<file path="src/rtl/pc_seq_pkg.sv">
// Shared opcode encodings for the PC sequencer and the decode stage.
package pc_seq_pkg;

  localparam logic [3:0] OP_NOP  = 4'd0;
  localparam logic [3:0] OP_JEQ  = 4'd1;
  localparam logic [3:0] OP_JGT  = 4'd2;
  localparam logic [3:0] OP_JLT  = 4'd3;
  localparam logic [3:0] OP_JIS  = 4'd4;
  localparam logic [3:0] OP_JMP  = 4'd5;
  localparam logic [3:0] OP_NEX  = 4'd6;
  localparam logic [3:0] OP_CALL = 4'd7;
  localparam logic [3:0] OP_RET  = 4'd8;
  localparam logic [3:0] OP_EI   = 4'd9;
  localparam logic [3:0] OP_DI   = 4'd10;

endpackage

</file>
<file path="src/rtl/pc_sequencer_ret_stack.sv">
// Return-address LIFO. dout always shows the top entry (mem[sp-1]);
// a push while full or a pop while empty is ignored here and flagged by the caller.
module ret_stack #(
  parameter int DEPTH = 256,
  parameter int W     = 15
) (
  input  logic                     clk,
  input  logic                     rst,
  input  logic                     push,
  input  logic                     pop,
  input  logic [W-1:0]             din,
  output logic [W-1:0]             dout,
  output logic [$clog2(DEPTH):0]   sp,
  output logic                     full,
  output logic                     empty
);

  localparam int AW   = $clog2(DEPTH);
  localparam int SP_W = AW + 1;

  logic [W-1:0]    mem [DEPTH];
  logic [SP_W-1:0] sp_reg;
  logic [AW-1:0]   wr_idx;
  logic [AW-1:0]   rd_idx;
  logic            do_push;
  logic            do_pop;

  assign full    = (sp_reg == SP_W'(DEPTH));
  assign empty   = (sp_reg == '0);
  assign wr_idx  = sp_reg[AW-1:0];
  assign rd_idx  = wr_idx - AW'(1);
  assign do_push = push & ~full;
  assign do_pop  = pop & ~empty & ~push;
  assign dout    = mem[rd_idx];
  assign sp      = sp_reg;

  // Storage is not reset: contents are meaningless once sp returns to zero.
  always_ff @(posedge clk) begin
    if (do_push) mem[wr_idx] <= din;
  end

  // Occupancy counter; saturates naturally because full/empty gate the updates.
  always_ff @(posedge clk or negedge rst) begin
    if (!rst)         sp_reg <= '0;
    else if (do_push) sp_reg <= sp_reg + SP_W'(1);
    else if (do_pop)  sp_reg <= sp_reg - SP_W'(1);
  end

endmodule

</file>
<file path="src/rtl/pc_sequencer.sv">
// Program-counter sequencer: next-PC selection, return stack and a
// prioritised, maskable, nestable interrupt front end.
module pc_sequencer
  import pc_seq_pkg::*;
#(
  parameter int ADDR_W      = 15,
  parameter int DATA_W      = 16,
  parameter int STACK_DEPTH = 256,
  parameter int IRQ_N       = 3,
  parameter int VEC_BASE    = 2,
  parameter int RESET_PC    = 0,
  parameter int NEST        = 1
) (
  input  logic                          clk,
  input  logic                          rst,
  input  logic                          step,
  input  logic [3:0]                    op,
  input  logic [ADDR_W-1:0]             target,
  input  logic [DATA_W-1:0]             reg_val,
  input  logic                          lt,
  input  logic                          gt,
  input  logic                          eq,
  input  logic                          aeq,
  input  logic                          hlt,
  input  logic [IRQ_N-1:0]              irq,
  input  logic [IRQ_N-1:0]              irq_mask,
  input  logic                          clr_err,
  output logic [ADDR_W-1:0]             pc,
  output logic [$clog2(STACK_DEPTH):0]  sp,
  output logic                          in_irq,
  output logic [$clog2(IRQ_N):0]        irq_lvl,
  output logic [IRQ_N-1:0]              irq_ack,
  output logic                          irq_done,
  output logic                          stack_ovf,
  output logic                          stack_unf
);

  localparam int SP_W  = $clog2(STACK_DEPTH) + 1;
  localparam int LVL_W = $clog2(IRQ_N) + 1;
  localparam int FC_W  = $clog2(IRQ_N + 1);
  localparam int IDX_W = (IRQ_N > 1) ? $clog2(IRQ_N) : 1;

  // Architectural state
  logic [ADDR_W-1:0] pc_reg;
  logic              ie_reg;
  logic [IRQ_N-1:0]  pending_reg;
  logic              in_irq_reg;
  logic [LVL_W-1:0]  irq_lvl_reg;
  logic [IRQ_N-1:0]  irq_ack_reg;
  logic              irq_done_reg;
  logic              stack_ovf_reg;
  logic              stack_unf_reg;
  logic [FC_W-1:0]   fcnt_reg;

  // Frame file: the level and stack depth to restore when a handler returns
  logic [LVL_W-1:0]  frame_lvl [IRQ_N];
  logic [SP_W-1:0]   frame_sp  [IRQ_N];

  // Return stack interface
  logic              stk_push;
  logic              stk_pop;
  logic [ADDR_W-1:0] stk_din;
  logic [ADDR_W-1:0] stk_dout;
  logic [SP_W-1:0]   stk_sp;
  logic              stk_full;
  logic              stk_empty;

  // Decision signals
  logic [LVL_W-1:0]  best;
  logic              preempt_ok;
  logic              accept;
  logic [IRQ_N-1:0]  ack_vec;
  logic              call_exec;
  logic              ret_exec;
  logic              ovf_event;
  logic              unf_event;
  logic [ADDR_W-1:0] pc_inc;
  logic [ADDR_W-1:0] dest;
  logic [ADDR_W-1:0] pc_next;
  logic [FC_W-1:0]   fcnt_top;
  logic [IDX_W-1:0]  top_idx;
  logic [IDX_W-1:0]  push_idx;
  logic              frame_hit;

  ret_stack #(
    .DEPTH (STACK_DEPTH),
    .W     (ADDR_W)
  ) u_ret_stack (
    .clk   (clk),
    .rst   (rst),
    .push  (stk_push),
    .pop   (stk_pop),
    .din   (stk_din),
    .dout  (stk_dout),
    .sp    (stk_sp),
    .full  (stk_full),
    .empty (stk_empty)
  );

  // Priority encoder: lowest pending index wins; IRQ_N means nothing pending.
  always_comb begin
    best = LVL_W'(IRQ_N);
    for (int k = IRQ_N - 1; k >= 0; k--) begin
      if (pending_reg[k]) best = LVL_W'(k);
    end
  end

  assign pc_inc     = pc_reg + ADDR_W'(1);
  assign dest       = (target != '0) ? target : reg_val[ADDR_W-1:0];
  // Outside a handler irq_lvl is IRQ_N, so any pending channel qualifies.
  assign preempt_ok = !in_irq_reg || ((NEST != 0) && (best < irq_lvl_reg));
  assign accept     = step & ie_reg & (|pending_reg) & ~stk_full & preempt_ok;
  assign ack_vec    = accept ? (IRQ_N'(1) << best) : '0;
  assign call_exec  = step & ~accept & (op == OP_CALL);
  assign ret_exec   = step & ~accept & (op == OP_RET);
  assign ovf_event  = call_exec & stk_full;
  assign unf_event  = ret_exec & stk_empty;

  // An accepted interrupt that interrupts a non-halted NEX resumes after it.
  assign stk_push = accept | call_exec;
  assign stk_pop  = ret_exec;
  assign stk_din  = (accept && !((op == OP_NEX) && !hlt)) ? pc_reg : pc_inc;

  assign fcnt_top  = fcnt_reg - FC_W'(1);
  assign top_idx   = fcnt_top[IDX_W-1:0];
  assign push_idx  = fcnt_reg[IDX_W-1:0];
  // The RET that brings the stack back to its depth at entry ends the handler.
  assign frame_hit = in_irq_reg && (fcnt_reg != '0) && !stk_empty &&
                     ((stk_sp - SP_W'(1)) == frame_sp[top_idx]);

  // Next-PC mux: interrupt vector first, otherwise the executed opcode.
  always_comb begin
    pc_next = pc_reg;
    if (accept) begin
      pc_next = ADDR_W'(VEC_BASE) + ADDR_W'(best);
    end else if (step) begin
      case (op)
        OP_JEQ:  pc_next = ((aeq & eq) | eq) ? dest : pc_inc;
        OP_JGT:  pc_next = ((aeq & eq) | gt) ? dest : pc_inc;
        OP_JLT:  pc_next = ((aeq & eq) | lt) ? dest : pc_inc;
        OP_JIS:  pc_next = (reg_val != '0) ? dest : pc_inc;
        OP_JMP:  pc_next = dest;
        OP_NEX:  pc_next = hlt ? pc_reg : pc_inc;
        OP_CALL: pc_next = dest;
        OP_RET:  pc_next = stk_empty ? pc_inc : stk_dout;
        default: pc_next = pc_inc;
      endcase
    end
  end

  // Frame file write on interrupt entry; stale entries are harmless after reset.
  always_ff @(posedge clk) begin
    if (accept) begin
      frame_lvl[push_idx] <= irq_lvl_reg;
      frame_sp[push_idx]  <= stk_sp;
    end
  end

  // Sequencer state: pending capture runs every cycle, everything else on step.
  always_ff @(posedge clk or negedge rst) begin
    if (!rst) begin
      pc_reg        <= ADDR_W'(RESET_PC);
      ie_reg        <= 1'b1;
      pending_reg   <= '0;
      in_irq_reg    <= 1'b0;
      irq_lvl_reg   <= LVL_W'(IRQ_N);
      irq_ack_reg   <= '0;
      irq_done_reg  <= 1'b0;
      stack_ovf_reg <= 1'b0;
      stack_unf_reg <= 1'b0;
      fcnt_reg      <= '0;
    end else begin
      pending_reg  <= (pending_reg | (irq & irq_mask)) & ~ack_vec;
      irq_ack_reg  <= ack_vec;
      irq_done_reg <= 1'b0;
      if (step) begin
        pc_reg        <= pc_next;
        stack_ovf_reg <= (stack_ovf_reg & ~clr_err) | ovf_event;
        stack_unf_reg <= (stack_unf_reg & ~clr_err) | unf_event;
        if (accept) begin
          fcnt_reg    <= fcnt_reg + FC_W'(1);
          irq_lvl_reg <= best;
          in_irq_reg  <= 1'b1;
        end else begin
          if (op == OP_EI)      ie_reg <= 1'b1;
          else if (op == OP_DI) ie_reg <= 1'b0;
          if (ret_exec && frame_hit) begin
            fcnt_reg    <= fcnt_top;
            irq_lvl_reg <= frame_lvl[top_idx];
            if (fcnt_reg == FC_W'(1)) begin
              in_irq_reg   <= 1'b0;
              irq_done_reg <= 1'b1;
            end
          end
        end
      end
    end
  end

  assign pc        = pc_reg;
  assign sp        = stk_sp;
  assign in_irq    = in_irq_reg;
  assign irq_lvl   = irq_lvl_reg;
  assign irq_ack   = irq_ack_reg;
  assign irq_done  = irq_done_reg;
  assign stack_ovf = stack_ovf_reg;
  assign stack_unf = stack_unf_reg;

endmodule
</file>
<file path="config.mk">
export PLATFORM = sky130hd
export DESIGN_NAME = pc_sequencer
export DESIGN_NICKNAME = d
export VERILOG_FILES = /design/src/rtl/pc_seq_pkg.sv /design/src/rtl/pc_sequencer_ret_stack.sv /design/src/rtl/pc_sequencer.sv
export SDC_FILE = /design/constraint.sdc
export NUM_CORES = 2
export LEC_CHECK = 0
export CAP_MARGIN = 20
export CORE_ASPECT_RATIO = 1.25
export CORE_MARGIN = 3
export CORE_UTILIZATION = 41
export CTS_CLUSTER_SIZE = 12
export DETAILED_ROUTE_END_ITERATION = 10
export PLACE_DENSITY = 0.63
export SLEW_MARGIN = 5
export SYNTH_ARGS = -nofsm -noshare
export SYNTH_HDL_FRONTEND = slang
export SYNTH_SLANG_ARGS = --single-unit
</file>
<file path="constraint.sdc">
create_clock -name clk -period 17.09 [get_ports clk]
set_input_delay 4.2725 -clock clk [delete_from_list [all_inputs] [get_ports clk]]
set_output_delay 4.2725 -clock clk [all_outputs]
set_load 0.01 [all_outputs]
</file>
==> images/layer_met1.png <==
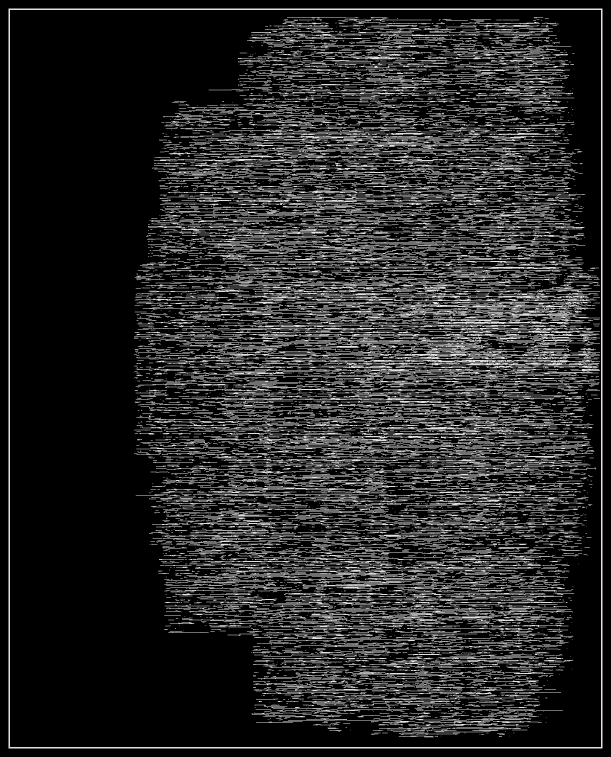
The longest straight run is 123 um. The layer carries 152 mm of wire. The wires run mostly horizontal.
DRT Wirelength: 400000 um
met1 GRT Util: 0.280

==> images/layer_met2.png <==
Scale bar: 200 um. Cells faint in the background.
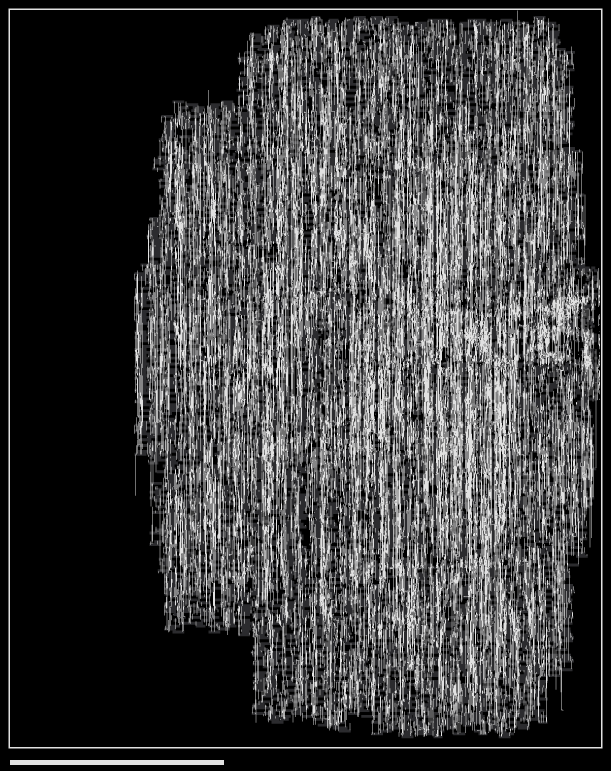
The wires run mostly vertical. The longest straight run is 234 um.
met2 Usage GRT: 0.342
Vias: 73000

==> impl_metrics.toml <==
# generated from flow reports
[outcome]
status = "finished, violations left"
violations = "slew limit"

[run]
warning_count = 86
drv_cap = 0

[floorplanning]
ios = 84
die_y_um = 688
num_rows = 249
fp_util = 0.413
die_w_um = 552
chip_area_sq_um = 380000

[clocking]
cts-buffers-inserted = 378
cts.clk_slew.worst_paths_ns = 0.06
cts_root_buffer = "clkbuf_16"
clock_sinks = 3916
cts_resized = 0
cts_tree = "built"
ctsHoldBuffers = 0
worstSkewPairLatency_ns = 0.92
cts_setup_buffers = 0

[sta]
fmax_mhz = 114
worst-slew-pin-transition_ns = 1.60
slew_viol_final = 62
layout_min_cycle_time_ns = 8.81
slew_headroom = -0.0654
finalSetupTns_ns = 0
period_used_share = 0.515
setup_viol = 0

[synthesis]
ff_type = "edfxtp_1"
ys_sh_aoi = 0.0116
synthArstFlopShare = 0.0102
ys_area_sq_um = 153000
synth_area_sq_um = 153000
top_logic_kind = "multiplexers"
muxShareOfSynthArea = 0.176
synth-simple-area-share = 0.0253
synth_seq_share = 0.769
ys_ff = 3916
ys_cells = 6742
synth_adder_area_share = 0.000820
edf_count = 3876
ys_types = 82
largest_area_cell = "edfxtp_1"
top_area_frac = 0.762
syn_inst = 6742
xor_area_frac = 0.00270
yosys_warnings = 0

[routing]
first_pass_iters = 8
ant_nets = 0
routedWlPerCell_um = 32.8
vias_per_cell = 5.99
drc = 0

[setup_path]
critical_path.startpoint = "step"
cpMaxStageDelayCell = "buf_4"
path_cells = "clkdlybuf4s50_1 > inv_1 > nor3_1 > o311a_1 > o31ai_2 > buf_4 > nand2_1 > xnor2_2 > buf_4 > buf_4 > buf_4"
start_kind = "input pin"
timing.critical_path.arrival_ns = 9.36
cpMostUsedCell = "buf_4"
worst_setup_path_end_kind = "flip-flop"
crit_fanout = 86
critPathKind = "in2reg"
regToRegStartpoint = "u_ret_stack.sp[0]"
reg2reg_depth = 13

[pwr]
leakagePower_uw = 0.0532
power_frac_seq = 0.365
powerDensity_nw_per_um2 = 185
p_sw_uw = 11400
internal_power_uw = 20300
power_frac_clock = 0.231

[layout]
fillCellCount = 30200
syn_to_final_growth_pct = 12.2
largest_reg_flops = 3840
fin_nets = 7248

[global_route]
grt_pass1_vias = 73800
track_usage = 0.209
antenna_found_initial = 17
grt_max_degree = 190
grt_pass1_wl_um = 569000
gr-total-overflow = 0

[worst_hold_path]
hold_depth = 2
hp-class = "reg2reg"

[placement]
dp_hpwl_um = 239000
==> images/layer_met3.png <==
Scale bar: 200 um.
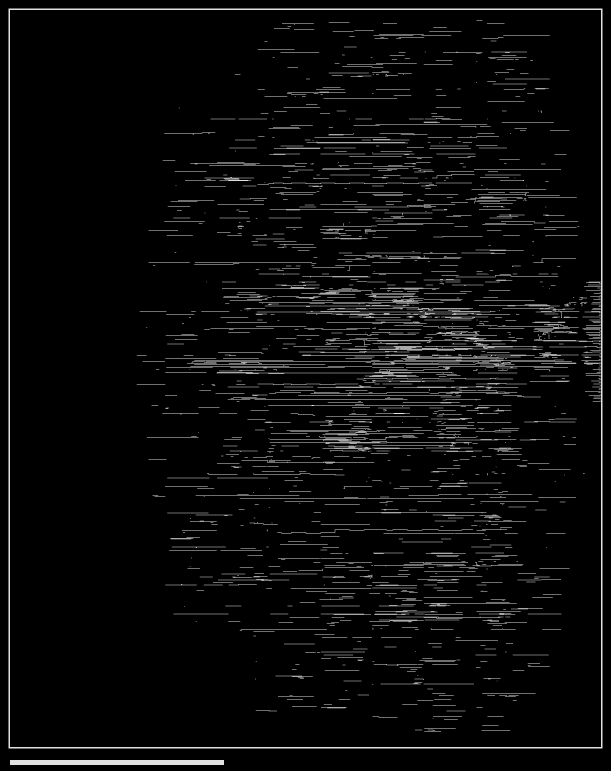
919 nets have wire on it. The layer holds 8.0% of the routed length.
M3 GR Usage: 0.0369

==> images/layer_met4.png <==
Cells faint in the background.
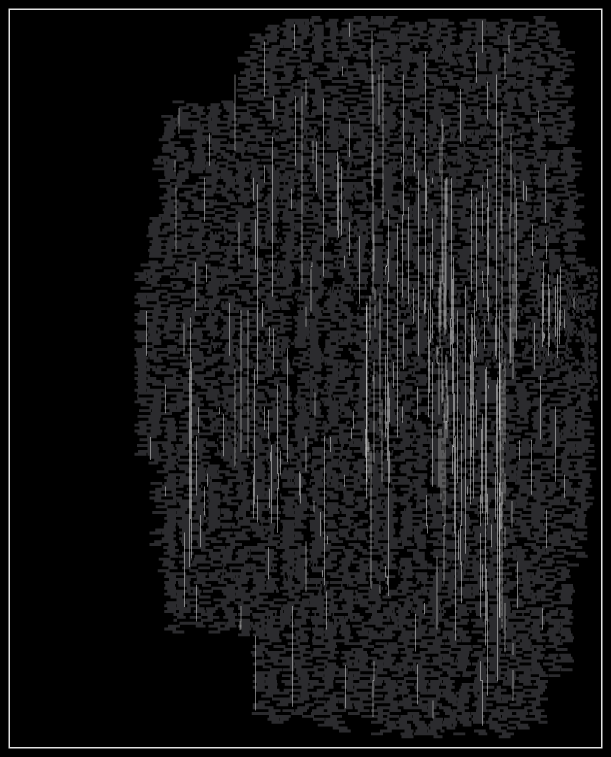
159 nets have wire on it. The longest straight run is 284 um. The layer carries 17300 um of wire.

[power groups by stage]
stage	sequential (uW)	combinational (uW)	clock, uW
after CTS	11600	12900	7460
after floorplan	12100	7730	0
after detailed placement	11800	12900	0
after global placement	11800	12800	0
final	11600	12800	7330
after global routing	11600	13200	7840
[worst max-delay path: cells and delay by family]
kind	cells	cell delay [ns]
buffers and inverters	6	3.36
xor gates and xnor gates	1	0.13
AOI/OAI and AO/OA	2	0.89
and+or+nand+nor	2	0.46
[cells in the mapped netlist (34+ instances only)]
cell,count
nand3_1,122
a21oi_1,48
buf_2,118
clkbuf_1,135
mux2i_1,93
dfrtp_1,37
and3_1,34
nand4_1,34
nor2_1,311
nand2_1,262
mux4_2,1148
edfxtp_1,3876
buf_4,86
o21ai_0,47
[cell type report]
| type | count | area [sq um] | area share |
|---|---|---|---|
| Antenna cell | 5 | 12.5 | 0.0000731 |
| Inverter | 18 | 67.6 | 0.000395 |
| Multi-Input combinational cell | 2417 | 33500 | 0.196 |
| Timing Repair Buffer | 457 | 3990 | 0.0233 |
| Clock inverter | 48 | 353 | 0.00206 |
| Sequential cell | 3916 | 117000 | 0.686 |
| Clock buffer | 434 | 9790 | 0.0571 |
| Tap cell | 4894 | 6120 | 0.0358 |
[final timing paths]
kind / to / slack (ns)
max: u_ret_stack.mem[66][6] / 8.28
min: stack_ovf / 0.52
max reg2reg: pc[3] / 9.24
min reg2reg: stack_ovf / 0.52
max in group asynchronous: u_ret_stack.sp[0] / 13.18
min in group asynchronous: irq_ack[0] / 3.45
[kinds of logic after synthesis]
| kind of cell | count (synthesis) |
|---|---|
| simple gates | 864 |
| buf+inv | 409 |
| compound gates | 251 |
| xor+xnor | 41 |
| flops | 3916 |
| fa+ha+maj | 10 |
| mux | 1251 |
[cells in the final DEF, fill, tap and decap left out, drive strengths merged, types with 14 or more instances in the layout]
cell / instances
nand3: 124
nor4: 17
xnor2: 33
and3: 34
clkbuf: 434
nor3: 23
nand4: 34
and2: 14
buf: 374
a31oi: 23
nor2b: 14
nand2: 265
inv: 30
mux2i: 93
o21ai: 50
a221oi: 17
nor2: 313
dfrtp: 37
mux4: 1148
a21oi: 48
clkdlybuf4s50: 82
edfxtp: 3876
clkinv: 34
[per-layer routing]
metal | routed length [um] | part of all wire | global-route usage | vias to the layer above
li1 | - | - | - | 29200
met1 | 152000 | 0.38 | 0.280 | 39600
met2 | 199000 | 0.50 | 0.342 | 3566
met3 | 32100 | 0.080 | 0.0369 | 639
met4 | 17300 | 0.043 | 0.0808 | 4
met5 | 34 | 0.000085 | 0 | -
[stage by stage]
step	cell area [sq um]	setup slack (ns)	util	instances	power [uW]
after floorplan	153000	2.43	-	6742	19900
after global placement	161000	7.65	0.436	11700	24600
after detailed placement	161000	7.49	0.436	11700	24700
after CTS	171000	8.40	0.463	12200	32000
after global routing	171000	8.03	0.463	12200	32700
final	171000	8.28	0.463	12200	31700
Power figures rest on the tool's default switching activity, not on a simulated workload.
